Power grid:
Pins as bars on the die edge.
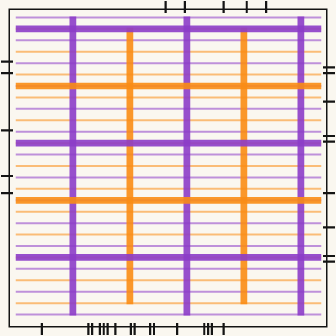
Cell classes on the final placement:
Scale bar: 20 um.
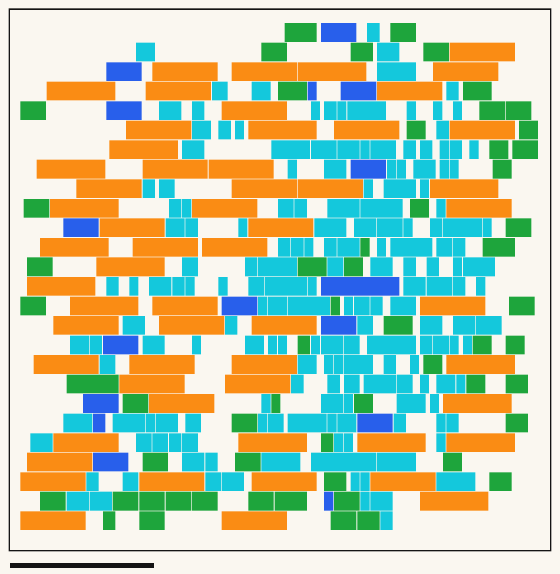
Clock distribution:
Scale bar: 20 um.
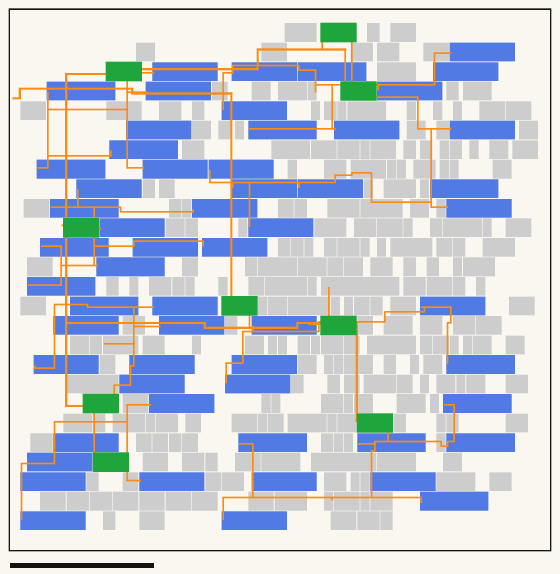
Routed metal, one color a layer:
Two of the layers only.
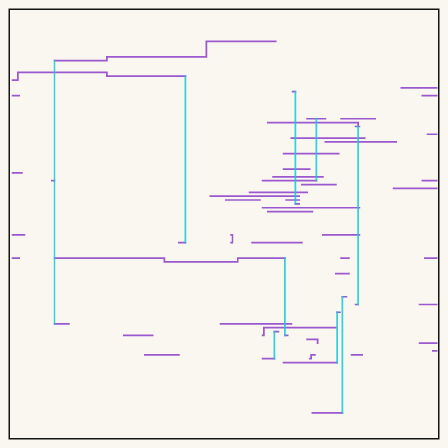
`src/rtl/frog_move_ctrl_if.sv`:
```
// -----------------------------------------------------------------------------
// frog_move_ctrl_if
// Move handshake between the frog move scheduler (master) and the VGA
// write/redraw datapath (slave).
//   move_req : a move is offered (master -> slave)
//   move_dir : 0=up, 1=down, 2=left, 3=right (master -> slave)
//   next_x   : target x, valid while move_req=1 (master -> slave)
//   next_y   : target y, valid while move_req=1 (master -> slave)
//   move_ack : datapath accepted the move (slave -> master)
// -----------------------------------------------------------------------------
interface frog_move_ctrl_if #(
    parameter int POS_W = 4
);
    logic             move_req;
    logic [1:0]       move_dir;
    logic [POS_W-1:0] next_x;
    logic [POS_W-1:0] next_y;
    logic             move_ack;

    modport master (
        output move_req,
        output move_dir,
        output next_x,
        output next_y,
        input  move_ack
    );

    modport slave (
        input  move_req,
        input  move_dir,
        input  next_x,
        input  next_y,
        output move_ack
    );
endinterface

```
`src/rtl/frog_move_ctrl.sv`:
```
// -----------------------------------------------------------------------------
// frog_move_ctrl
// Input controller and move scheduler for the frog game. Debounces the four
// active-low direction switches, turns each clean press into a pending move,
// grants pending moves by fixed priority (up > down > left > right), offers
// each legal move to the redraw datapath over a req/ack handshake and keeps
// the committed frog position inside the playfield.
// Ports:
//   clk       : system clock, rising edge
//   sw5       : asynchronous active-low reset
//   sw4/sw3   : up / down switch, raw, active-low
//   sw1/sw2   : left / right switch, raw, active-low
//   mv        : move handshake (master side)
//   frog_x/y  : committed frog position
//   hop_count : committed moves, saturating at 255
//   win       : one-cycle pulse when a move lands on row 0
// -----------------------------------------------------------------------------
module frog_move_ctrl #(
    parameter int DB_CYCLES = 3,
    parameter int GRID_W    = 16,
    parameter int GRID_H    = 12,
    parameter int POS_W     = 4,
    parameter int START_X   = 8,
    parameter int START_Y   = 11
) (
    input  logic                  clk,
    input  logic                  sw5,
    input  logic                  sw4,
    input  logic                  sw3,
    input  logic                  sw1,
    input  logic                  sw2,
    frog_move_ctrl_if.master      mv,
    output logic [POS_W-1:0]      frog_x,
    output logic [POS_W-1:0]      frog_y,
    output logic [7:0]            hop_count,
    output logic                  win
);
    localparam int               CNT_W     = $clog2(DB_CYCLES + 1);
    localparam logic [POS_W:0]   LP_ONE    = 1;
    localparam logic [POS_W:0]   LP_GRID_W = (POS_W+1)'(GRID_W);
    localparam logic [POS_W:0]   LP_GRID_H = (POS_W+1)'(GRID_H);
    localparam logic [POS_W-1:0] LP_STX    = POS_W'(START_X);
    localparam logic [POS_W-1:0] LP_STY    = POS_W'(START_Y);

    typedef enum logic {ST_IDLE, ST_REQ} state_t;

    // Direction index order: 0=up, 1=down, 2=left, 3=right.
    logic [3:0] w_sw_raw;
    logic [3:0] w_press;
    logic [3:0] w_clr;
    logic [3:0] r_pend;

    assign w_sw_raw = {sw2, sw1, sw3, sw4};

    // Per-switch 2-flop synchronizer, debouncer and rising-edge detector.
    generate
        for (genvar gi = 0; gi < 4; gi++) begin : g_sw
            logic             r_sync1;
            logic             r_sync2;
            logic             r_stable;
            logic             r_stable_d;
            logic [CNT_W-1:0] r_cnt;
            logic             w_level;

            assign w_level     = ~r_sync2;
            assign w_press[gi] = r_stable & ~r_stable_d;

            always_ff @(posedge clk or negedge sw5) begin
                if (!sw5) begin
                    r_sync1    <= 1'b1;
                    r_sync2    <= 1'b1;
                    r_stable   <= 1'b0;
                    r_stable_d <= 1'b0;
                    r_cnt      <= '0;
                end else begin
                    r_sync1    <= w_sw_raw[gi];
                    r_sync2    <= r_sync1;
                    r_stable_d <= r_stable;
                    if (w_level != r_stable) begin
                        // The edge on which the count would reach DB_CYCLES flips the level.
                        if (r_cnt == CNT_W'(DB_CYCLES - 1)) begin
                            r_stable <= w_level;
                            r_cnt    <= '0;
                        end else begin
                            r_cnt <= r_cnt + 1'b1;
                        end
                    end else begin
                        r_cnt <= '0;
                    end
                end
            end
        end
    endgenerate

    // A press on the same edge as a clear keeps the bit set.
    always_ff @(posedge clk or negedge sw5) begin
        if (!sw5) r_pend <= '0;
        else      r_pend <= (r_pend & ~w_clr) | w_press;
    end

    // ---------------- move scheduler FSM ----------------
    state_t           r_state, r_state_next;
    logic             r_move_req, r_move_req_next;
    logic [1:0]       r_move_dir, r_move_dir_next;
    logic [POS_W-1:0] r_next_x, r_next_x_next;
    logic [POS_W-1:0] r_next_y, r_next_y_next;
    logic [POS_W-1:0] r_frog_x, r_frog_x_next;
    logic [POS_W-1:0] r_frog_y, r_frog_y_next;
    logic [7:0]       r_hop, r_hop_next;
    logic             r_win, r_win_next;

    logic [1:0]       w_sel;
    logic [POS_W:0]   w_x_inc;
    logic [POS_W:0]   w_y_inc;
    logic [POS_W-1:0] w_tx;
    logic [POS_W-1:0] w_ty;
    logic             w_legal;

    assign w_x_inc = {1'b0, r_frog_x} + LP_ONE;
    assign w_y_inc = {1'b0, r_frog_y} + LP_ONE;

    always_ff @(posedge clk or negedge sw5) begin
        if (!sw5) begin
            r_state    <= ST_IDLE;
            r_move_req <= 1'b0;
            r_move_dir <= 2'd0;
            r_next_x   <= LP_STX;
            r_next_y   <= LP_STY;
            r_frog_x   <= LP_STX;
            r_frog_y   <= LP_STY;
            r_hop      <= 8'd0;
            r_win      <= 1'b0;
        end else begin
            r_state    <= r_state_next;
            r_move_req <= r_move_req_next;
            r_move_dir <= r_move_dir_next;
            r_next_x   <= r_next_x_next;
            r_next_y   <= r_next_y_next;
            r_frog_x   <= r_frog_x_next;
            r_frog_y   <= r_frog_y_next;
            r_hop      <= r_hop_next;
            r_win      <= r_win_next;
        end
    end

    always_comb begin
        r_state_next    = r_state;
        r_move_req_next = r_move_req;
        r_move_dir_next = r_move_dir;
        r_next_x_next   = r_next_x;
        r_next_y_next   = r_next_y;
        r_frog_x_next   = r_frog_x;
        r_frog_y_next   = r_frog_y;
        r_hop_next      = r_hop;
        r_win_next      = 1'b0;
        w_clr           = 4'b0000;

        // Fixed priority pick among pending directions.
        if      (r_pend[0]) w_sel = 2'd0;
        else if (r_pend[1]) w_sel = 2'd1;
        else if (r_pend[2]) w_sel = 2'd2;
        else                w_sel = 2'd3;

        w_tx = r_frog_x;
        w_ty = r_frog_y;
        case (w_sel)
            2'd0: begin w_ty = r_frog_y - 1'b1;       w_legal = (r_frog_y != '0);      end
            2'd1: begin w_ty = w_y_inc[POS_W-1:0];    w_legal = (w_y_inc < LP_GRID_H); end
            2'd2: begin w_tx = r_frog_x - 1'b1;       w_legal = (r_frog_x != '0);      end
            default: begin w_tx = w_x_inc[POS_W-1:0]; w_legal = (w_x_inc < LP_GRID_W); end
        endcase

        case (r_state)
            ST_IDLE: begin
                if (r_pend != 4'b0000) begin
                    if (w_legal) begin
                        r_move_req_next = 1'b1;
                        r_move_dir_next = w_sel;
                        r_next_x_next   = w_tx;
                        r_next_y_next   = w_ty;
                        r_state_next    = ST_REQ;
                    end else begin
                        // Off-grid move: drop it and spend this cycle doing so.
                        w_clr[w_sel] = 1'b1;
                    end
                end
            end
            ST_REQ: begin
                if (mv.move_ack) begin
                    w_clr[r_move_dir] = 1'b1;
                    r_move_req_next   = 1'b0;
                    r_state_next      = ST_IDLE;
                    if (r_hop != 8'hFF) r_hop_next = r_hop + 8'd1;
                    if (r_next_y == '0) begin
                        // Reaching the goal row restarts the frog.
                        r_win_next    = 1'b1;
                        r_frog_x_next = LP_STX;
                        r_frog_y_next = LP_STY;
                    end else begin
                        r_frog_x_next = r_next_x;
                        r_frog_y_next = r_next_y;
                    end
                end
            end
            default: r_state_next = ST_IDLE;
        endcase
    end

    assign mv.move_req = r_move_req;
    assign mv.move_dir = r_move_dir;
    assign mv.next_x   = r_next_x;
    assign mv.next_y   = r_next_y;
    assign frog_x      = r_frog_x;
    assign frog_y      = r_frog_y;
    assign hop_count   = r_hop;
    assign win         = r_win;
endmodule

```
`src/flat_wrapper.sv`:
```
// flat-port wrapper written by rule: the top's interface ports become plain ports
module frog_move_ctrl_flat 
#(
    parameter int DB_CYCLES = 3,
    parameter int GRID_W    = 16,
    parameter int GRID_H    = 12,
    parameter int POS_W     = 4,
    parameter int START_X   = 8,
    parameter int START_Y   = 11
)
  (clk, sw5, sw4, sw3, sw1, sw2, frog_x, frog_y, hop_count, win, mv_move_req, mv_move_dir, mv_next_x, mv_next_y, mv_move_ack);
  frog_move_ctrl_if #(.POS_W(POS_W)) mv_i ();
  input  logic clk;
  input  logic sw5;
  input  logic sw4;
  input  logic sw3;
  input  logic sw1;
  input  logic sw2;
  output logic [POS_W-1:0] frog_x;
  output logic [POS_W-1:0] frog_y;
  output logic [7:0] hop_count;
  output logic win;
  output wire logic [$bits(mv_i.move_req)-1:0] mv_move_req;
  output wire logic [$bits(mv_i.move_dir)-1:0] mv_move_dir;
  output wire logic [$bits(mv_i.next_x)-1:0] mv_next_x;
  output wire logic [$bits(mv_i.next_y)-1:0] mv_next_y;
  input wire logic [$bits(mv_i.move_ack)-1:0] mv_move_ack;
  assign mv_move_req = mv_i.move_req;
  assign mv_move_dir = mv_i.move_dir;
  assign mv_next_x = mv_i.next_x;
  assign mv_next_y = mv_i.next_y;
  assign mv_i.move_ack = mv_move_ack;
  frog_move_ctrl #(.DB_CYCLES(DB_CYCLES), .GRID_W(GRID_W), .GRID_H(GRID_H), .POS_W(POS_W), .START_X(START_X), .START_Y(START_Y)) u_core (.clk(clk), .sw5(sw5), .sw4(sw4), .sw3(sw3), .sw1(sw1), .sw2(sw2), .mv(mv_i), .frog_x(frog_x), .frog_y(frog_y), .hop_count(hop_count), .win(win));
endmodule
```
`config.mk`:
```
export PLATFORM = sky130hd
export DESIGN_NAME = frog_move_ctrl_flat
export DESIGN_NICKNAME = d
export VERILOG_FILES = /design/src/rtl/frog_move_ctrl_if.sv /design/src/rtl/frog_move_ctrl.sv /design/src/flat_wrapper.sv
export SDC_FILE = /design/constraint.sdc
export NUM_CORES = 1
export LEC_CHECK = 0
export CORE_UTILIZATION = 49
export DETAILED_ROUTE_END_ITERATION = 6
export GPL_TIMING_DRIVEN = 0
export MAX_ROUTING_LAYER = met4
export PLACE_DENSITY = 0.76
export SKIP_LAST_GASP = 1
export SYNTH_ARGS = -nofsm -noshare
export SYNTH_HDL_FRONTEND = slang
export SYNTH_SLANG_ARGS = --single-unit
```
`constraint.sdc`:
```
create_clock -name clk -period 1.8 [get_ports clk]
set_input_delay 0.36 -clock clk [delete_from_list [all_inputs] [get_ports clk]]
set_output_delay 0.36 -clock clk [all_outputs]
set_load 0.01 [all_outputs]
```
==> results.py <==
# Metrics from the implementation run
metrics = {
    "setup_path": {
        "cpMaxStageDelayCell": "dfstp_2",
        "crit_path_end_kind": "flop",
        "cp_top_family": "AND-OR/OR-AND gates",
        "cp_common_cell": "buf_4",
        "r2r_setup_slack_ns": -0.30,
        "r2r_start": "u_core.frog_y[1]",
        "cp.buffers_inverters": 3,
        "crit_arrival_ns": 2.33,
        "crit_chain": "inv_2 > ha_4 > or3b_4 > a32oi_2 > a21boi_4 > buf_4 > buf_4 > a211oi_2 > a2111oi_2",
        "rr_worst_depth": 9,
        "startpoint_type": "flop",
        "slowest_delay_ns": 0.40,
        "critical_path_required_ns": 2.03,
        "reg2reg_to": "u_core.mv.next_x[0]",
        "cp_max_fo": 5,
        "path_class": "flop to flop",
    },
    "synthesis": {
        "synth_area_um2": 2630,
        "ys_ff": 57,
        "syn_nets": 253,
        "yosysWarnings": 0,
        "synth_cells": 240,
        "top_cell": "dfrtp_1",
        "ys_cells": 240,
        "async_reset_ff_share_pct": 100,
        "ys_seq_share_pct": 55.1,
        "synth_chip_area_um2": 2630,
        "compound_area_share_pct": 13.5,
        "area_leaders": "dfrtp_1 (39%), dfstp_2 (16%), nand2_1 (4.7%)",
        "top_logic_kind": "simple AND/OR/NAND/NOR gates",
        "netlist.area_leader.share_pct": 39.1,
        "yosys-top-cells-count": "dfrtp_1 (41), nand2_1 (33), dfstp_2 (16)",
        "synth_area_per_cell_um2": 10.9,
        "edf_count": 0,
        "synth_cell_types": 49,
        "xor_area_share_pct": 5.34,
        "simple_gate_area_share_pct": 16.0,
        "synth.area.mux_share_pct": 3.81,
        "yosys.area.top_type": "dfrtp_1",
        "synthFlopType": "dfrtp_1",
        "synthAdderAreaFrac_pct": 2.86,
    },
    "die": {
        "fp-row-count": 26,
        "chipArea_um2": 5660,
        "num_tap_cells": 70,
        "fp_util_pct": 51.1,
        "ios": 35,
    },
    "finish": {
        "n_fill_cell": 428,
        "diodes": 0,
        "drive_gt1_share_pct": 25.7,
        "n_all_buffers": 57,
        "nets": 315,
        "clkbuf_count": 14,
        "comb_share_pct": 33.5,
        "seq_cells": 57,
        "inv_count": 14,
        "clkCellAreaFrac_pct": 5.96,
        "dominant_cells": "registers",
        "seq-cell-share_pct": 41.5,
        "stdcell_count": 377,
        "buffer_area_share_pct": 15.0,
        "area_growth_pct": 32.7,
        "nMultiInputCombCells": 163,
        "seq_area_um2": 1450,
        "combGateArea_um2": 1170,
    },
    "grt": {
        "grt_usage_pct": 23.2,
        "grt_max_degree": 39,
        "grt_pass1_vias": 1976,
        "antenna_found_initial": 0,
        "overflow": 0,
        "grt_pass1_wl_mm": 9.11,
    },
    "placed_design": {
        "place_hpwl_mm": 3.43,
        "portBuffers": 34,
        "place_congestion": 0.841,
        "dp_cells": 345,
    },
    "flow_run": {
        "drv_cap": 0,
        "warnings": 32,
    },
    "routing": {
        "vias": 2098,
        "drtIter0Drc": 195,
        "drtAntennaViolNets": 0,
        "postRouteWirelength_mm": 5.79,
        "vias_per_cell": 5.56,
        "drtPass1Iterations": 5,
        "wl_per_cell_um": 15.4,
        "drc": 0,
    },
    "clock_network": {
        "clk_path_buf_depth": 2,
        "cts_tree": "yes",
        "path_clk_slew_ns": 0.07,
        "clock_sinks": 57,
        "h-tree-depth": 3,
        "clk_latency_ns": 0.33,
        "root_buffer": "clkbuf_8",
        "cts_buffers": 9,
    },
    "min_path": {
        "hold_class": "flop to flop",
        "hold-path-endpoint": "u_core.g_sw[0].r_sync2",
        "worstHoldStart": "u_core.g_sw[0].r_sync1",
        "hold_depth": 0,
    },
    "run_status": {
        "status": "finished, violations left",
        "violations": "setup timing",
    },
    "pwr": {
        "p_per_area_nw_per_um2": 1960,
        "p_leak_nw": 1.57,
    },
    "sta": {
        "drv_slew": 0,
        "period_needed_ns": 2.10,
        "fmax_ghz": 0.475,
        "rsz0062_at_grt": "yes",
        "slew_headroom_pct": 63.2,
        "hold_viol_final": 0,
        "min_period_over_period_pct": 117,
        "tightest_slew_ns": 0.552,
        "finalSetupViolations": 15,
        "finalWorstSetupSlack_ns": -0.304,
        "whs_ns": 0.355,
    },
}
## Picture notes: 'power grid'
net	color
VSS	purple
VDD	orange
rows	26
met4 straps	5
met1 rails	27
core area: 5140 um^2
Die Wd: 75.2 um
chip height: 75.2 um
peak supply drop: 0.00110 V

## Picture notes: 'cell classes on the final placement'
class	color	cells	share of their area
sequential cells	orange	57	43%
remaining buffers and delay cells	green	57	15%
clock drivers and dummy loads	blue	16	6.1%
combinational and other logic	cyan	177	36%
final core occ: 67.8%
fin area: 3490 um^2

## Picture notes: 'clock distribution'
[flip-flops] blue | count: 57
[clock drivers] green | count: 9
[clock wires] orange | length: 725 um
flops lie	all over the die
routed clock nets	10
Final Skew: 0.00906 ns
Clock Power Share: 18.0%
clk pwr: 0.00123 W

## Picture notes: 'routed metal, one color a layer'
layer	color	wire length
metal 4	cyan	185 um
metal 3	purple	388 um

-- power by group --
group,internal [W],total (W),switching (W)
Clock,0.000752,0.00123,0.000481
Combinational,0.00172,0.00324,0.00153
Sequential,0.00186,0.00237,0.000512
-- worst register-to-register path, cell delays in order (launching register included) --
cell	delay, ns
dfstp_2	0.40
inv_2	0.10
ha_4	0.14
or3b_4	0.38
a32oi_2	0.21
a21boi_4	0.29
buf_4	0.15
buf_4	0.10
a211oi_2	0.06
a2111oi_2	0.19
-- stage by stage --
stage                     TNS [ns]  instance area [um^2]  setup slack [ns]  total power [W]  utilization (%)
final                        -3.68                  3490            -0.304          0.00684             67.8
after global routing         -4.61                  3490            -0.379          0.00726             67.8
after CTS                    -2.76                  3400            -0.254          0.00653             66.2
after detailed placement     -4.38                  3070            -0.381          0.00498             59.7
after global placement      -66.85                  3060             -1.47          0.00489             59.4
after floorplan              -1.42                  2630            -0.165          0.00400                -
-- placed cells by master (no fill, tap or decap), drive strengths merged, types with 8 or more instances in the layout --
cell type,netlist,layout
dfrtp,41,41
nand2,33,33
clkdlybuf4s50,0,24
buf,3,19
clkbuf,4,18
dfstp,16,16
inv,14,14
o21ai,13,13
a21oi,11,12
xor2,10,10
nand3,9,9
nor2,9,9
mux2,8,8
-- registers in the layout, indices dropped and copies added, names as in the netlist, 4 cells and up --
name / cells
u_core.g_sw.r_cnt: 8
u_core.hop_count: 8
u_core.frog_x: 4
u_core.frog_y: 4
u_core.g_sw.r_stable: 4
u_core.g_sw.r_stable_d: 4
u_core.g_sw.r_sync1: 4
u_core.g_sw.r_sync2: 4
u_core.mv.next_x: 4
u_core.mv.next_y: 4
u_core.r_pend: 4
-- how the worst max path moves through the flow --
stage                            endpoint             start  cells past startpoint  slack (ns)
floorplan           u_core.mv.move_dir[0]  u_core.frog_y[0]                      7       -0.17
global placement         u_core.frog_x[0]               sw5                      1       -1.47
detailed placement  u_core.mv.move_dir[0]  u_core.frog_y[0]                      7       -0.38
CTS                 u_core.mv.move_dir[0]  u_core.frog_y[0]                      7       -0.25
global route          u_core.mv.next_x[0]  u_core.frog_y[1]                      9       -0.38
finish                u_core.mv.next_x[0]  u_core.frog_y[1]                      9       -0.30
-- logic make-up (layout without fill, tap and decap cells) --
logic type | after synthesis | in the layout
flip-flops | 57 | 57
multiplexers | 9 | 9
AND-OR/OR-AND | 48 | 49
buffers and inverters | 21 | 87
AND/OR/NAND/NOR | 83 | 83
XOR/XNOR | 16 | 16
adder cells (fa/ha/maj) | 6 | 6
-- repair_timing --
action                                  4_1_cts  5_1_grt
hold endpoints to repair                     11        0
buffers inserted                             12        4
endpoints found under the setup margin       21       20
gates resized                                13       19
hold buffers                                  1        0
cloned                                        1        0
pin swaps                                     5        4
-- metal layers --
layer | GRT usage [%] | vias to the layer above | wire length, um | part of all wire [%]
li1 | - | 972 | - | -
met3 | 6.56 | 20 | 388 | 6.7
met2 | 35.2 | 91 | 2860 | 49
met5 | - | - | 0 | 0
met4 | 11.9 | 0 | 184 | 3.2
met1 | 28.3 | 1015 | 2360 | 41
Power is estimated from default activity; no workload was simulated.
